==> src/rtl/flexbex_cx_unit.sv <==
// CX responder: accepts one custom instruction at a time and runs either a bit-serial
// operation (POPCNT/CLZ/BREV/MULLU) or a single-cycle accumulator operation.
module flexbex_cx_unit #(
  parameter int unsigned STEP_BITS = 1
) (
  input  logic        clk_i,
  input  logic        rst_ni,
  input  logic        cx_req_valid_i,
  output logic        cx_req_ready_o,
  input  logic [6:0]  cx_opcode_i,
  input  logic [2:0]  cx_funct3_i,
  input  logic [31:0] cx_op_a_i,
  input  logic [31:0] cx_op_b_i,
  output logic        cx_rsp_valid_o,
  input  logic        cx_rsp_ready_i,
  output logic [31:0] cx_rsp_result_o,
  output logic        cx_rsp_error_o,
  input  logic        cx_kill_i,
  output logic        busy_o
);

  localparam int unsigned ITER     = 32 / STEP_BITS;
  localparam logic [4:0]  CNT_INIT = 5'(ITER - 1);
  localparam logic [6:0]  OPCODE_CX_REG = 7'h0b;
  localparam logic [6:0]  OPCODE_CX_IMM = 7'h2b;

  typedef enum logic [1:0] {S_IDLE, S_BUSY, S_RESP} state_e;
  typedef enum logic [2:0] {
    F_POPCNT  = 3'b000,
    F_CLZ     = 3'b001,
    F_BREV    = 3'b010,
    F_MULLU   = 3'b011,
    F_ACC_ADD = 3'b100,
    F_ACC_RD  = 3'b101
  } funct3_e;

  state_e      r_state, w_state_nxt;
  logic [2:0]  r_funct3;
  logic [4:0]  r_cnt;
  logic [31:0] r_a, r_b, r_res, r_acc, r_acc_nxt;
  logic        r_err, r_acc_wr, r_clz_found;

  logic        w_accept, w_legal, w_iter, w_commit, w_clz_found;
  logic [31:0] w_single_res, w_res_step, w_a_step, w_b_step;

  assign cx_req_ready_o  = (r_state == S_IDLE) && !cx_kill_i;
  assign cx_rsp_valid_o  = (r_state == S_RESP);
  assign cx_rsp_result_o = r_res;
  assign cx_rsp_error_o  = r_err;
  assign busy_o          = (r_state != S_IDLE);

  assign w_accept = cx_req_valid_i && cx_req_ready_o;
  assign w_legal  = ((cx_opcode_i == OPCODE_CX_REG) || (cx_opcode_i == OPCODE_CX_IMM)) &&
                    (cx_funct3_i <= 3'd5);
  assign w_iter   = w_legal && !cx_funct3_i[2];
  // The accumulator only changes once the core has actually taken the response.
  assign w_commit = (r_state == S_RESP) && cx_rsp_ready_i && !cx_kill_i && r_acc_wr;

  always_comb begin
    // NOTE: every always_comb output gets a default first so no path infers a latch.
    w_single_res = '0;
    if (w_legal && (cx_funct3_i == F_ACC_ADD)) w_single_res = r_acc + cx_op_a_i;
    else if (w_legal && (cx_funct3_i == F_ACC_RD)) w_single_res = r_acc;
  end

  // One BUSY step: consume STEP_BITS bits of the shifting operand(s).
  always_comb begin
    w_res_step  = r_res;
    w_a_step    = r_a;
    w_b_step    = r_b;
    w_clz_found = r_clz_found;
    case (r_funct3)
      F_POPCNT: begin
        for (int i = 0; i < STEP_BITS; i++) w_res_step = w_res_step + 32'(r_a[i]);
        w_a_step = r_a >> STEP_BITS;
      end
      F_CLZ: begin
        for (int i = 0; i < STEP_BITS; i++) begin
          if (!w_clz_found) begin
            if (r_a[31-i]) w_clz_found = 1'b1;
            else           w_res_step  = w_res_step + 32'd1;
          end
        end
        w_a_step = r_a << STEP_BITS;
      end
      F_BREV: begin
        w_res_step = r_res << STEP_BITS;
        for (int i = 0; i < STEP_BITS; i++) w_res_step[STEP_BITS-1-i] = r_a[i];
        w_a_step = r_a >> STEP_BITS;
      end
      F_MULLU: begin
        for (int i = 0; i < STEP_BITS; i++) begin
          if (r_b[i]) w_res_step = w_res_step + (r_a << i);
        end
        w_a_step = r_a << STEP_BITS;
        w_b_step = r_b >> STEP_BITS;
      end
      default: ;
    endcase
  end

  always_comb begin
    w_state_nxt = r_state;
    case (r_state)
      S_IDLE:  if (w_accept) w_state_nxt = w_iter ? S_BUSY : S_RESP;
      S_BUSY:  if (r_cnt == '0) w_state_nxt = S_RESP;
      S_RESP:  if (cx_rsp_ready_i) w_state_nxt = S_IDLE;
      default: w_state_nxt = S_IDLE;
    endcase
    if (cx_kill_i) w_state_nxt = S_IDLE;
  end

  always_ff @(posedge clk_i or negedge rst_ni) begin
    // NOTE: sequential state uses non-blocking assignments so every register samples
    // pre-edge values, independent of statement order.
    if (!rst_ni) r_state <= S_IDLE;
    else         r_state <= w_state_nxt;
  end

  always_ff @(posedge clk_i or negedge rst_ni) begin
    if (!rst_ni) begin
      r_funct3    <= '0;
      r_cnt       <= '0;
      r_a         <= '0;
      r_b         <= '0;
      r_res       <= '0;
      r_err       <= 1'b0;
      r_acc       <= '0;
      r_acc_nxt   <= '0;
      r_acc_wr    <= 1'b0;
      r_clz_found <= 1'b0;
    end else begin
      if (w_accept) begin
        r_funct3    <= cx_funct3_i;
        r_a         <= cx_op_a_i;
        r_b         <= cx_op_b_i;
        r_cnt       <= CNT_INIT;
        r_clz_found <= 1'b0;
        r_res       <= w_single_res;
        r_err       <= !w_legal;
        r_acc_wr    <= w_legal && cx_funct3_i[2];
        r_acc_nxt   <= (cx_funct3_i == F_ACC_ADD) ? w_single_res : '0;
      end else if (r_state == S_BUSY) begin
        r_res       <= w_res_step;
        r_a         <= w_a_step;
        r_b         <= w_b_step;
        r_clz_found <= w_clz_found;
        r_cnt       <= r_cnt - 5'd1;
      end
      if (w_commit) r_acc <= r_acc_nxt;
    end
  end

endmodule

==> config.mk <==
export PLATFORM = sky130hd
export DESIGN_NAME = flexbex_cx_unit
export DESIGN_NICKNAME = d
export VERILOG_FILES = /design/src/rtl/flexbex_cx_unit.sv
export SDC_FILE = /design/constraint.sdc
export NUM_CORES = 1
export LEC_CHECK = 0
export CAP_MARGIN = 20
export CORE_UTILIZATION = 25
export CTS_BUF_LIST = sky130_fd_sc_hd__clkbuf_16
export CTS_CLUSTER_SIZE = 14
export DETAILED_ROUTE_END_ITERATION = 8
export DONT_BUFFER_PORTS = 1
export GPL_ROUTABILITY_DRIVEN = 0
export GPL_TIMING_DRIVEN = 0
export PLACE_DENSITY = 0.37
export SLEW_MARGIN = 20
export SYNTH_ARGS = -nofsm -noshare
export SYNTH_HDL_FRONTEND = slang
export SYNTH_SLANG_ARGS = --single-unit
==> constraint.sdc <==
create_clock -name clk_i -period 3.5 [get_ports clk_i]
set_clock_uncertainty 0.15 [all_clocks]
set_input_delay 0.7 -clock clk_i [delete_from_list [all_inputs] [get_ports clk_i]]
set_output_delay 0.7 -clock clk_i [all_outputs]
set_load 0.01 [all_outputs]
==> run_1/zoom.png <==
The bar under the picture is 10 µm long. Window x 97 to 122, y 141 to 166 µm. Cells in gray, sequential cells in the stronger gray; small squares are vias.
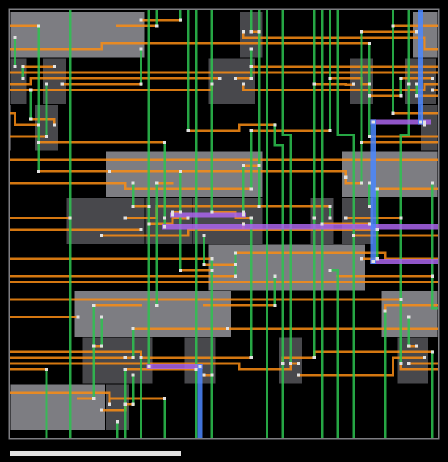
Key: met3 = purple; met4 = blue; met2 = green; met1 = orange
Most frequent: nand2_1 (6), dfrtp_1 (6). Netlist names of flops here include r_acc_nxt (3), r_acc (2). 23 logic cells have their middle in the window. Sequential cells in the window: 6.

==> run_1/final_placement.png <==
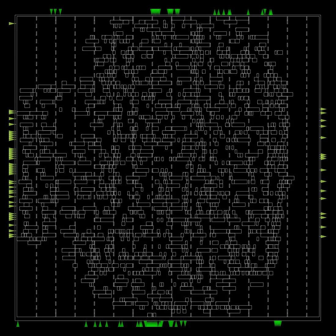
number of tap instances: 607
Core Util, Final: 29.0%
final cell count without fillers: 2049
flip-flop and latch share of the layout cell area: 32.2%

==> run_1/clock_map.png <==
The bar under the picture is 50 µm long.
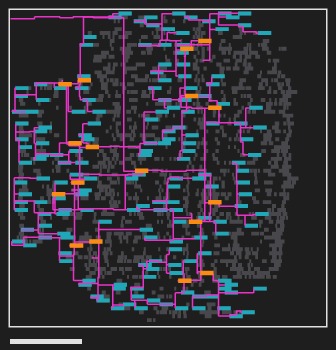
Key: clock wires = magenta [length 2890 µm]; cells driving clock nets = orange [count 17]; flip-flops = cyan [count 173]
There are 18 routed clock nets.

==> run notes, run 1 <==
Observations from the implementation run.

Outcome:
- The checks that failed: hold timing, setup timing.
- The flow ran to the end, but the final reports show violations.

Synth:
- For this run the top cell type by instance count after synthesis was sky130_fd_sc_hd__nand2_1.
- Sorting the synthesized cells by how often they occur yields sky130_fd_sc_hd__nand2_1, sky130_fd_sc_hd__dfrtp_1, sky130_fd_sc_hd__a21oi_1, sky130_fd_sc_hd__o21ai_0, sky130_fd_sc_hd__clkbuf_1.
- The run gives the share of cell area taken by muxes after synthesis as between 6 and 7%.
- Before any placement, the netlist area is recorded as around 12000 µm².
- The synthesized netlist has a Yosys-reported chip area of between 10000 and 15000 µm².
- The run gives the fraction of synthesized cell area in xor and xnor cells as approximately 3.7%.
- In this run, synthesis produced a sequential element count of around 170.
- The run puts the number of flops mapped to enable cells by yosys at 0.

Clock network:
- The CTS report gives the tree buffer count as 17.
- The run puts the maximum clock insertion buffer count at 2.
- Looking at the post-CTS report, the setup buffer insertion count equals 11.
- The run puts the number of sinks driven by the clock tree at about 170.
- The run gives the root buffer cell as sky130_fd_sc_hd__clkbuf_16.
- The run puts the clock-pin transition on the worst setup and hold timing paths at about 80 ps.

Setup path:
- The run gives the required time at the endpoint of the critical path as 3660 ps.
- The run gives the launch point of the worst reg-to-reg path as r_funct3[2].
- Per the post-run analysis, buffers plus inverters along the critical path come to 1.
- The worst setup path is launched from a flip-flop.
- The signal on the critical path passes through nor2b_4 -> clkbuf_8 -> and3_4 -> ha_4 -> a41o_1 -> a221o_1 -> o21ai_2 -> a31oi_4 -> o311a_1 -> o21a_1 -> or3_1 -> a31o_1 -> a21boi_2.
- The run puts the total stage count of the critical path at 13.
- The run gives the capture point of the worst reg-to-reg path as cx_rsp_result_o[27].

Detailed routing:
- The detailed router reported a total wirelength of ~46000 µm.
- The routed wirelength on the met1 layer is recorded as 21600 µm.

Pwr:
- The run puts the leakage power summed over all cells at about 6.0 nW.

Floorplanning:
- The run puts the area of the die at 47800 µm².
- According to the I/O placement log, the pin count is approximately 120.

Layout:
- The library cells used most frequently in the layout, excluding fill and tap cells, are sky130_fd_sc_hd__nand2_1, sky130_fd_sc_hd__dfrtp_1, sky130_fd_sc_hd__a21oi_1.
- For this run, the post-layout net count is between 1500 and 2000.

Placed design:
- The wire-length estimate of the detail-placed layout is about 35000 µm.
- The run puts the number of input and output port buffers inserted at 0.

Timing:
- On the final layout, the worst hold slack is -212 ps.
- The final hold violation count recorded for this run is approximately 170.
- The run gives the total count of max-transition violations in the final report as 0.
- The run puts the final critical-path setup slack at -314 ps.
- Setup repair after global routing could not meet its margin everywhere.
- The run gives the count of endpoints failing setup in the final report as 3.

Run:
- In this run the maximum-capacitance check reported violations numbering 0.

Global routing:
- The run puts the number of antenna violations at the first check in global routing at 0.
## run 1: worst max path at each step
| stage | to | start | slack [ps] |
|---|---|---|---|
| 3_3_place_gp | cx_rsp_result_o[7] | cx_kill_i | -920 |
| 4_1_cts | cx_rsp_result_o[27] | r_funct3[2] | -330 |
| 6_report | cx_rsp_result_o[27] | r_funct3[2] | -310 |
| 3_5_place_dp | cx_rsp_result_o[7] | cx_kill_i | -820 |
| 2_1_floorplan | cx_rsp_result_o[27] | r_funct3[0] | -40 |
| 5_1_grt | cx_rsp_result_o[27] | r_funct3[2] | -400 |
## run 1: cell type report
type                    count  area, µm²
flip-flops and latches    173       4330
fillers                  5009      33000
plain buffers              78        347
clock inverters            15       98.8
multi-input cells        1136       7350
well taps                 607        759
clock buffers              17        425
inverters                   9       33.8
repair buffers             14        113
## run 1: state kept, by name, summed over array words and instances, names as in the netlist
signal           cells
cx_rsp_result_o     32
r_a                 32
r_acc               32
r_acc_nxt           32
r_b                 32
r_cnt                5
r_funct3             3
r_state              2
cx_rsp_error_o       1
r_acc_wr             1
r_clz_found          1
## run 1: metrics by stage
stage	cell area (µm²)	setup slack, ps	instances	utilization, %	TNS [ps]
after floorplan	11700	-44.3	1404	-	-44.3
after global placement	12500	-922	2011	26.9	-27750
after detailed placement	12500	-821	2011	26.9	-25470
after CTS	13300	-330	2049	28.7	-356
after global routing	13500	-402	2049	29.0	-1160
final	13500	-314	2049	29.0	-403
## run 1: cells by family (layout without fill, tap and decap cells)
kind of cell	Yosys count	in the layout
and+or+nand+nor	492	492
AOI/OAI and AO/OA	457	457
adders and majority gates	66	66
xor gates and xnor gates	49	49
DFF	173	173
muxes	72	72
buffers and inverters	95	133
## run 1: power breakdown
group | internal, mW | switching (mW)
registers | 2.26 | 0.345
clock network | 0.904 | 0.895
logic | 0.561 | 0.865
==> run 2, diff against run 1 <==
--- a/config.mk
+++ b/config.mk
@@ -8,12 +8,15 @@
 export CAP_MARGIN = 20
 export CORE_UTILIZATION = 25
 export CTS_BUF_LIST = sky130_fd_sc_hd__clkbuf_16
+export CTS_CLUSTER_DIAMETER = 120
 export CTS_CLUSTER_SIZE = 14
 export DETAILED_ROUTE_END_ITERATION = 8
 export DONT_BUFFER_PORTS = 1
 export GPL_ROUTABILITY_DRIVEN = 0
 export GPL_TIMING_DRIVEN = 0
+export MAX_ROUTING_LAYER = met4
 export PLACE_DENSITY = 0.37
+export SKIP_LAST_GASP = 1
 export SLEW_MARGIN = 20
 export SYNTH_ARGS = -nofsm -noshare
 export SYNTH_HDL_FRONTEND = slang
==> run_2/wire_density.png <==
The die is cut into 22 by 22 equal tiles; dark blue is low, red is high, scaled to the fullest tile. Values are wire area over tile area, all layers added.
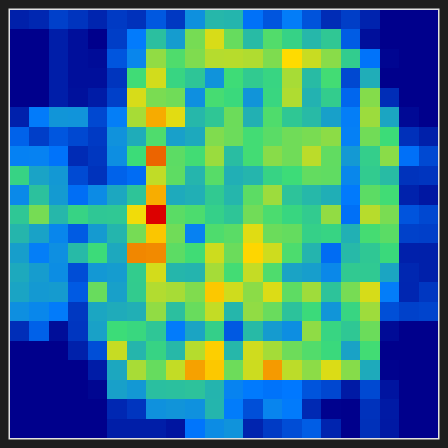
28% of the tiles are over half the peak. The fullest tile reaches 0.45. The densest ninth of the die: center.

==> run notes, run 2 <==
Observations from the implementation run.

Clock network:
- Per the CTS log, the root buffer master is sky130_fd_sc_hd__clkbuf_16.
- The run gives the clock-pin transition on the worst setup and hold timing paths as 80 ps (about the same).
- The number of CTS-inserted buffers came to 17 (unchanged).
- The number of sinks driven by the clock tree is 173 (unchanged).
- The run gives the post-CTS setup repair buffer count as 11 (unchanged).

Timing:
- The run gives the total count of max-transition violations in the final report as 0 (unchanged).
- The run gives the count of endpoints failing setup in the final report as 4 (+1).
- The run puts the final number of hold-violating endpoints at 173 (unchanged).
- The final critical-path setup slack is -303 ps (+10.8 ps).
- The run puts the worst hold slack at -211 ps (+0.664 ps).

Outcome:
- The checks that failed: hold timing, setup timing.
- The flow ran to the end, but the final reports show violations.

Synth:
- Ranked by instance count, the synthesized netlist is headed by sky130_fd_sc_hd__nand2_1, sky130_fd_sc_hd__dfrtp_1, sky130_fd_sc_hd__a21oi_1, sky130_fd_sc_hd__o21ai_0, sky130_fd_sc_hd__clkbuf_1.
- The post-synthesis chip area from yosys is 11700 µm² (unchanged).
- By instance count, the leading cell after synthesis is sky130_fd_sc_hd__nand2_1.
- The share of cell area taken by muxes after synthesis is 6.49% (unchanged).
- The run gives the fraction of synthesized cell area in xor and xnor cells as 3.66% (unchanged).
- The run gives the post-synthesis instance area as 11700 µm² (unchanged).
- The number of flip-flops and latches in the synthesized netlist came to 173 (unchanged).
- The number of flops mapped to enable cells by yosys came to 0 (unchanged).

Run:
- The max-capacitance violation count is 0 (unchanged).

Placed design:
- The run puts the number of placed instances, taps included at 2011 (unchanged).
- The run puts the HPWL after detailed placement at 35400 µm (unchanged).

Layout:
- Ranking logic cells in the layout by count gives the top entries sky130_fd_sc_hd__nand2_1, sky130_fd_sc_hd__dfrtp_1, sky130_fd_sc_hd__a21oi_1.
- The utilization of the core after routing is 28.9% (-0.057 points).
- The run gives the cell area after layout as 13400 µm² (-0.20%).
- The run gives the number of filler cells placed in the layout as 5016 (+0.14%).
- The total number of nets in the final design was 1573 (-0.064%).

Detailed routing:
- The run gives the post-route met1 wirelength as 21700 µm (+0.48%).
- The total wire length came to 45900 µm (-0.18%).
- The count of nets left with antenna violations once routing finished came out at 0.

Pwr:
- The run puts the register share of total power at 44.8% (about the same).
- The run gives the switching component of the power as 2.10 mW (-0.27%).
- The cell internal power dissipation came to 3.72 mW (-0.13%).
- The run puts the clock group share of total power at 30.9% (about the same).
- The run puts the switching share of power at 36.1% (about the same).
- The run puts the part of the total power dissipated in combinational logic at 24.4% (about the same).

Global routing:
- The run gives the number of antenna violations at the first check in global routing as 0 (unchanged).

Setup path:
- The run gives the kind of start point of the critical path as a flip-flop.
- The combined buffer and inverter count along the critical path came to 1 (unchanged).
- The required time at the endpoint of the critical path is 3660 ps (about the same).

Floorplanning:
- The area of the die came to 47800 µm² (unchanged).
-- run 2: cell counts after synthesis --
No cell type changed its count.
-- run 2: logic make-up (layout without fill, tap and decap cells) --
kind of cell / Yosys count / count (layout)
and+or+nand+nor: 492 / 492
adders and majority gates: 66 / 66
DFF: 173 / 173
xor gates and xnor gates: 49 / 49
buffers and inverters: 95 / 132
AOI/OAI and AO/OA: 457 / 457
muxes: 72 / 72
-- run 2: area by class of cell --
type	instances	area (µm²)	share of cell area, %
Multi-Input combinational cell	1136	7330	54.6
Clock inverter	15	98.8	0.736
Buffer	77	342	2.54
Clock buffer	17	425	3.17
Sequential cell	173	4330	32.3
Timing Repair Buffer	14	113	0.838
Inverter	9	33.8	0.251
Tap cell	607	759	5.65
-- run 2: path summary, 6_finish.rpt --
check | end | slack, ps | depth (start not counted) | from
min in group clk_i | r_state[1] | 180 | 1 | cx_rsp_ready_i
min reg2reg | r_acc_nxt[26] | 310 | 2 | r_acc_nxt[26]
max | cx_rsp_result_o[27] | -300 | 13 | r_funct3[2]
max reg2reg | cx_rsp_result_o[27] | -300 | 13 | r_funct3[2]
max in group asynchronous | r_acc[3] | 3070 | 0 | rst_ni
min | cx_rsp_result_o[24] | -210 | 0 | rst_ni
-- run 2: per-stage QoR --
stage / TNS [ps] / setup slack (ps)
final: -438 / -303
after floorplan: -44.3 / -44.3
after global routing: -1260 / -402
after global placement: -27750 / -922
after CTS: -446 / -330
after detailed placement: -25470 / -821
-- run 2: power groups by stage --
stage          Clock (mW)  Sequential (mW)  Combinational [mW]
2_1_floorplan           0             2.50               0.981
3_3_place_gp            0             2.64                1.32
3_5_place_dp            0             2.63                1.32
4_1_cts              1.87             2.61                1.39
5_1_grt              1.94             2.65                1.59
6_report             1.80             2.60                1.42
Power is estimated from default activity; no workload was simulated.
